Fig. 1: logic cells by family
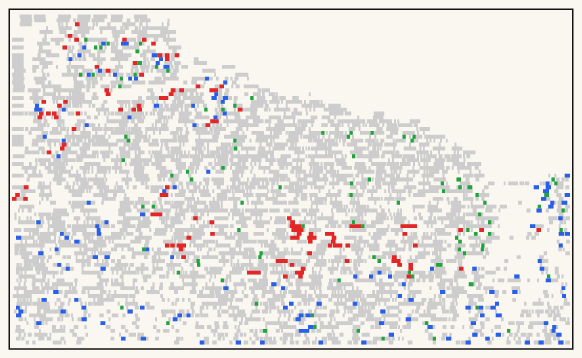
Fig. 2: routing congestion
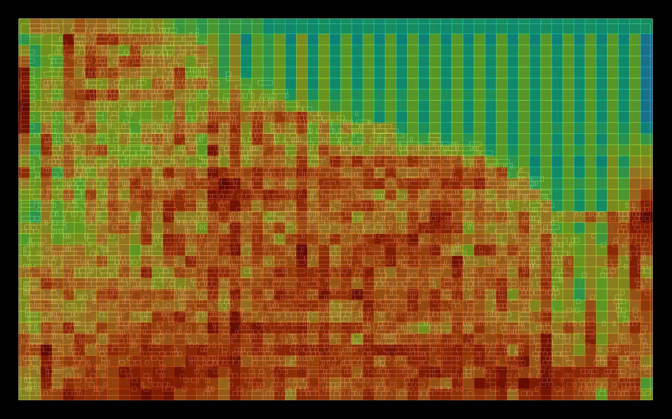
Fig. 3: signal wires by layer
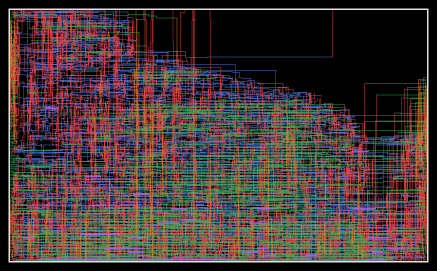
Fig. 4: signal wires on met2
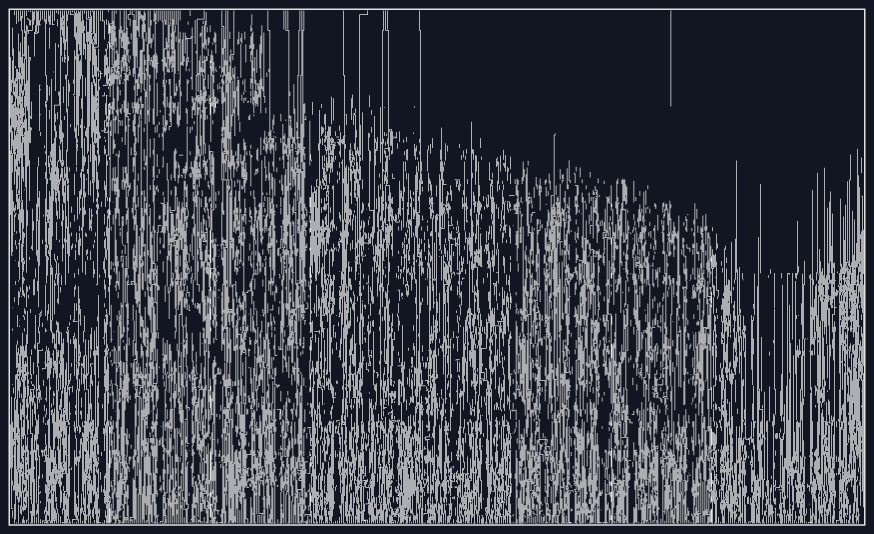
$ cat config.mk
export PLATFORM = sky130hd
export DESIGN_NAME = chunk_tail
export DESIGN_NICKNAME = d
export VERILOG_FILES = /design/src/rtl/chunk_tail.sv
export SDC_FILE = /design/constraint.sdc
export NUM_CORES = 2
export LEC_CHECK = 0
export CAP_MARGIN = 20
export CORE_ASPECT_RATIO = 0.6
export CORE_UTILIZATION = 35
export DETAILED_ROUTE_END_ITERATION = 16
export DONT_BUFFER_PORTS = 1
export GPL_TIMING_DRIVEN = 1
export SETUP_SLACK_MARGIN = 0.5
export SLEW_MARGIN = 10
export SYNTH_ARGS = -nofsm -noshare
export SYNTH_HDL_FRONTEND = slang
export SYNTH_SLANG_ARGS = --single-unit
$ cat constraint.sdc
create_clock -name i_clk -period 14.3 [get_ports i_clk]
set_input_delay 4.29 -clock i_clk [delete_from_list [all_inputs] [get_ports i_clk]]
set_output_delay 4.29 -clock i_clk [all_outputs]
set_load 0.005 [all_outputs]
$ cat src/rtl/chunk_tail.sv
// chunk_tail: linearises N-dim memory offsets into flat DRAM addresses.
//
// Accepts one offset per transfer on the i_mofs rdy/ack port. It then spends
// DIM cycles on one multiply-accumulate per dimension:
//   acc += mofs[d] * pitch[id][d]
// The result, base[id] + acc, is presented on the o_addr rdy/ack port.
//
// Ports:
//   i_clk, i_rst_n          clock, asynchronous active-low reset
//   i_mofs_rdy/i_mofs_ack   upstream offset handshake
//   i_mofs, i_id, i_which   offset, config id, which-select tag
//   i_end                   exclusive end id of the current config range
//   i_base, i_pitch         per-config base address and dimension pitches
//   o_addr_rdy/o_addr_ack   downstream address handshake
//   o_addr, o_id, o_which   linear address and its tags
//   o_last                  emitted id is the last of its group
//
// Optional: define CHUNK_TAIL_BOUND_CHECK_EN to add i_bound and o_oob.
// An address at or beyond i_bound[id] raises o_oob and is forced to 0.
module chunk_tail #(
    parameter int WBW    = 32,
    parameter int DIM    = 4,
    parameter int N_ICFG = 4,
    parameter int ABW    = 32,
    localparam int ICFG_BW = $clog2(N_ICFG + 1)
) (
    input  logic                                 i_clk,
    input  logic                                 i_rst_n,
    input  logic                                 i_mofs_rdy,
    output logic                                 i_mofs_ack,
    input  logic                                 i_which,
    input  logic [DIM-1:0][WBW-1:0]              i_mofs,
    input  logic [ICFG_BW-1:0]                   i_id,
    input  logic [ICFG_BW-1:0]                   i_end,
    input  logic [N_ICFG-1:0][ABW-1:0]           i_base,
    input  logic [N_ICFG-1:0][DIM-1:0][ABW-1:0]  i_pitch,
`ifdef CHUNK_TAIL_BOUND_CHECK_EN
    input  logic [N_ICFG-1:0][ABW-1:0]           i_bound,
    output logic                                 o_oob,
`endif
    output logic                                 o_addr_rdy,
    input  logic                                 o_addr_ack,
    output logic [ABW-1:0]                       o_addr,
    output logic [ICFG_BW-1:0]                   o_id,
    output logic                                 o_which,
    output logic                                 o_last
);
    localparam int CW = (DIM > 1) ? $clog2(DIM) : 1;

    typedef enum logic [1:0] {IDLE, ACCUM, OUT} state_t;

    state_t                   state_q, state_d;
    logic [DIM-1:0][WBW-1:0]  mofs_q, mofs_d;
    logic [ICFG_BW-1:0]       id_q, id_d, oid_q, oid_d;
    logic                     which_q, which_d, owhich_q, owhich_d;
    logic                     last_q, last_d;
    logic [CW-1:0]            cnt_q, cnt_d;
    logic [ABW-1:0]           acc_q, acc_d, addr_q, addr_d;
    logic [ABW-1:0]           base_sel, pitch_sel, acc_next, sum;
    logic [WBW-1:0]           mofs_sel;
    logic [ICFG_BW-1:0]       id_inc;
`ifdef CHUNK_TAIL_BOUND_CHECK_EN
    logic                     oob_q, oob_d;
    logic [ABW-1:0]           bound_sel;
`endif

    // Operand select by compare loops: an illegal id (>= N_ICFG) simply
    // selects zeros, so the FSM still completes without out-of-range reads.
    always_comb begin
        base_sel  = '0;
        pitch_sel = '0;
        mofs_sel  = '0;
`ifdef CHUNK_TAIL_BOUND_CHECK_EN
        bound_sel = '0;
`endif
        for (int k = 0; k < N_ICFG; k++) begin
            if (id_q == ICFG_BW'(k)) begin
                base_sel = i_base[k];
`ifdef CHUNK_TAIL_BOUND_CHECK_EN
                bound_sel = i_bound[k];
`endif
                for (int d = 0; d < DIM; d++)
                    if (cnt_q == CW'(d)) pitch_sel = i_pitch[k][d];
            end
        end
        for (int d = 0; d < DIM; d++)
            if (cnt_q == CW'(d)) mofs_sel = mofs_q[d];
    end

    assign acc_next = acc_q + ABW'(mofs_sel) * pitch_sel;
    assign sum      = base_sel + acc_next;
    // The last-of-group compare wraps at ICFG_BW bits on purpose.
    assign id_inc   = i_id + 1'b1;

    always_comb begin
        state_d    = state_q;
        mofs_d     = mofs_q;
        id_d       = id_q;
        which_d    = which_q;
        last_d     = last_q;
        cnt_d      = cnt_q;
        acc_d      = acc_q;
        addr_d     = addr_q;
        oid_d      = oid_q;
        owhich_d   = owhich_q;
`ifdef CHUNK_TAIL_BOUND_CHECK_EN
        oob_d      = oob_q;
`endif
        i_mofs_ack = 1'b0;
        case (state_q)
            IDLE: begin
                i_mofs_ack = i_mofs_rdy;
                if (i_mofs_rdy) begin
                    mofs_d  = i_mofs;
                    id_d    = i_id;
                    which_d = i_which;
                    last_d  = (id_inc == i_end);
                    acc_d   = '0;
                    cnt_d   = '0;
                    state_d = ACCUM;
                end
            end
            ACCUM: begin
                acc_d = acc_next;
                cnt_d = cnt_q + 1'b1;
                if (cnt_q == CW'(DIM - 1)) begin
`ifdef CHUNK_TAIL_BOUND_CHECK_EN
                    oob_d  = (sum >= bound_sel);
                    addr_d = (sum >= bound_sel) ? '0 : sum;
`else
                    addr_d = sum;
`endif
                    oid_d    = id_q;
                    owhich_d = which_q;
                    state_d  = OUT;
                end
            end
            OUT:     state_d = o_addr_ack ? IDLE : OUT;
            default: state_d = IDLE;
        endcase
    end

    always_ff @(posedge i_clk or negedge i_rst_n) begin
        if (!i_rst_n) begin
            state_q  <= IDLE;
            mofs_q   <= '0;
            id_q     <= '0;
            which_q  <= 1'b0;
            last_q   <= 1'b0;
            cnt_q    <= '0;
            acc_q    <= '0;
            addr_q   <= '0;
            oid_q    <= '0;
            owhich_q <= 1'b0;
`ifdef CHUNK_TAIL_BOUND_CHECK_EN
            oob_q    <= 1'b0;
`endif
        end else begin
            state_q  <= state_d;
            mofs_q   <= mofs_d;
            id_q     <= id_d;
            which_q  <= which_d;
            last_q   <= last_d;
            cnt_q    <= cnt_d;
            acc_q    <= acc_d;
            addr_q   <= addr_d;
            oid_q    <= oid_d;
            owhich_q <= owhich_d;
`ifdef CHUNK_TAIL_BOUND_CHECK_EN
            oob_q    <= oob_d;
`endif
        end
    end

    assign o_addr_rdy = (state_q == OUT);
    assign o_addr     = addr_q;
    assign o_id       = oid_q;
    assign o_which    = owhich_q;
    assign o_last     = last_q;
`ifdef CHUNK_TAIL_BOUND_CHECK_EN
    assign o_oob      = oob_q;
`endif
endmodule

==> flow_metrics.tcl <==
# implementation run metrics
set metrics [dict create \
    min_period_ns 13.36 \
    final_hold_viol_count 0 \
    cts_max_level 1 \
    min-delay-start "mofs_q[87]" \
    top_layer "met5" \
    max-cap-violations 0 \
    slew_viol_final 59 \
    post_cts_buffers 0 \
    violations "slew limit" \
    status "complete, but fails checks" \
    synth_area_um2 32200 \
    top_cell_area_share 0.273 \
    synth_cell_types 86 \
    initCoreUtil 0.357 \
    reg2reg_depth 42 \
    numCtsBuffers 25 \
    worst_slack_ns 0.937 \
    cp-endpoint "o_addr[29]" \
    wl_met2_um 63400 \
    dpl.hpwl_um 138000 \
    crit_family "adder cells" \
    largest_area_cell "fa_1" \
    post-place-cells 5065 \
    endpoint_kind "flop" \
    yosysWarnings 0 \
    largest-register "mofs_q" \
    syn_avg_cell_area_um2 8.30 \
    cts-root-buf "clkbuf_16" \
    final.setup.tns_ns 0 \
    ys_cells 3883 \
    wl_met3_um 30500 \
    grt_max_degree 206 \
    period_used_share 0.934 \
    warnings 38 \
    dp_worst_setup_slack_ns 0.0843 \
    num_tap_cells 1218 \
    hold_ws_ns 0.471 \
    logic_area_um2 24100 \
    yosys.area_share.simple 0.186 \
    worstMarginPinSlew_ns 1.61 \
    worst_setup_path_start_kind "input pin" \
    finish.instance_area_um2 35700 \
    ff_count 205 \
    top_cells_by_area "fa_1, dfrtp_1, nand2_1, inv_1, ha_1" \
    nets 5258 \
    yosysChipArea_um2 32200 \
    antennaDiodeCount 48 \
    firstDrtPassIters 8 \
]
Back to the opening pictures, Fig. 1:
red -> XOR/XNOR gates  # cells 109, most used xnor2_1, where all over the die
blue -> AND-OR and OR-AND gates  # cells 152, most used a21o_1, where all over the die
green -> AND and OR gates  # cells 99, most used and2_1, where all over the die
Comb area share: 0.676
most numerous logic cell after layout: nand2_1
Finished Layout Cells: 5163

Back to the opening pictures, Fig. 2:
global route hottest layer: met1
GRT Total Usage: 0.354

Back to the opening pictures, Fig. 3:
green -> met3  # wire length 30.5 mm
purple -> met5  # wire length 570 um
blue -> met1  # wire length 68.5 mm
red -> met2  # wire length 63.4 mm
orange -> met4  # wire length 4570 um

Back to the opening pictures, Fig. 4:
main direction = vertical
wire length on this layer = 63.4 mm
nets with wire on the layer = 4310
share of all routed wire = 38%
Vias: 30900
met2 Use GR: 0.455
DRT Wirelength: 167000 um

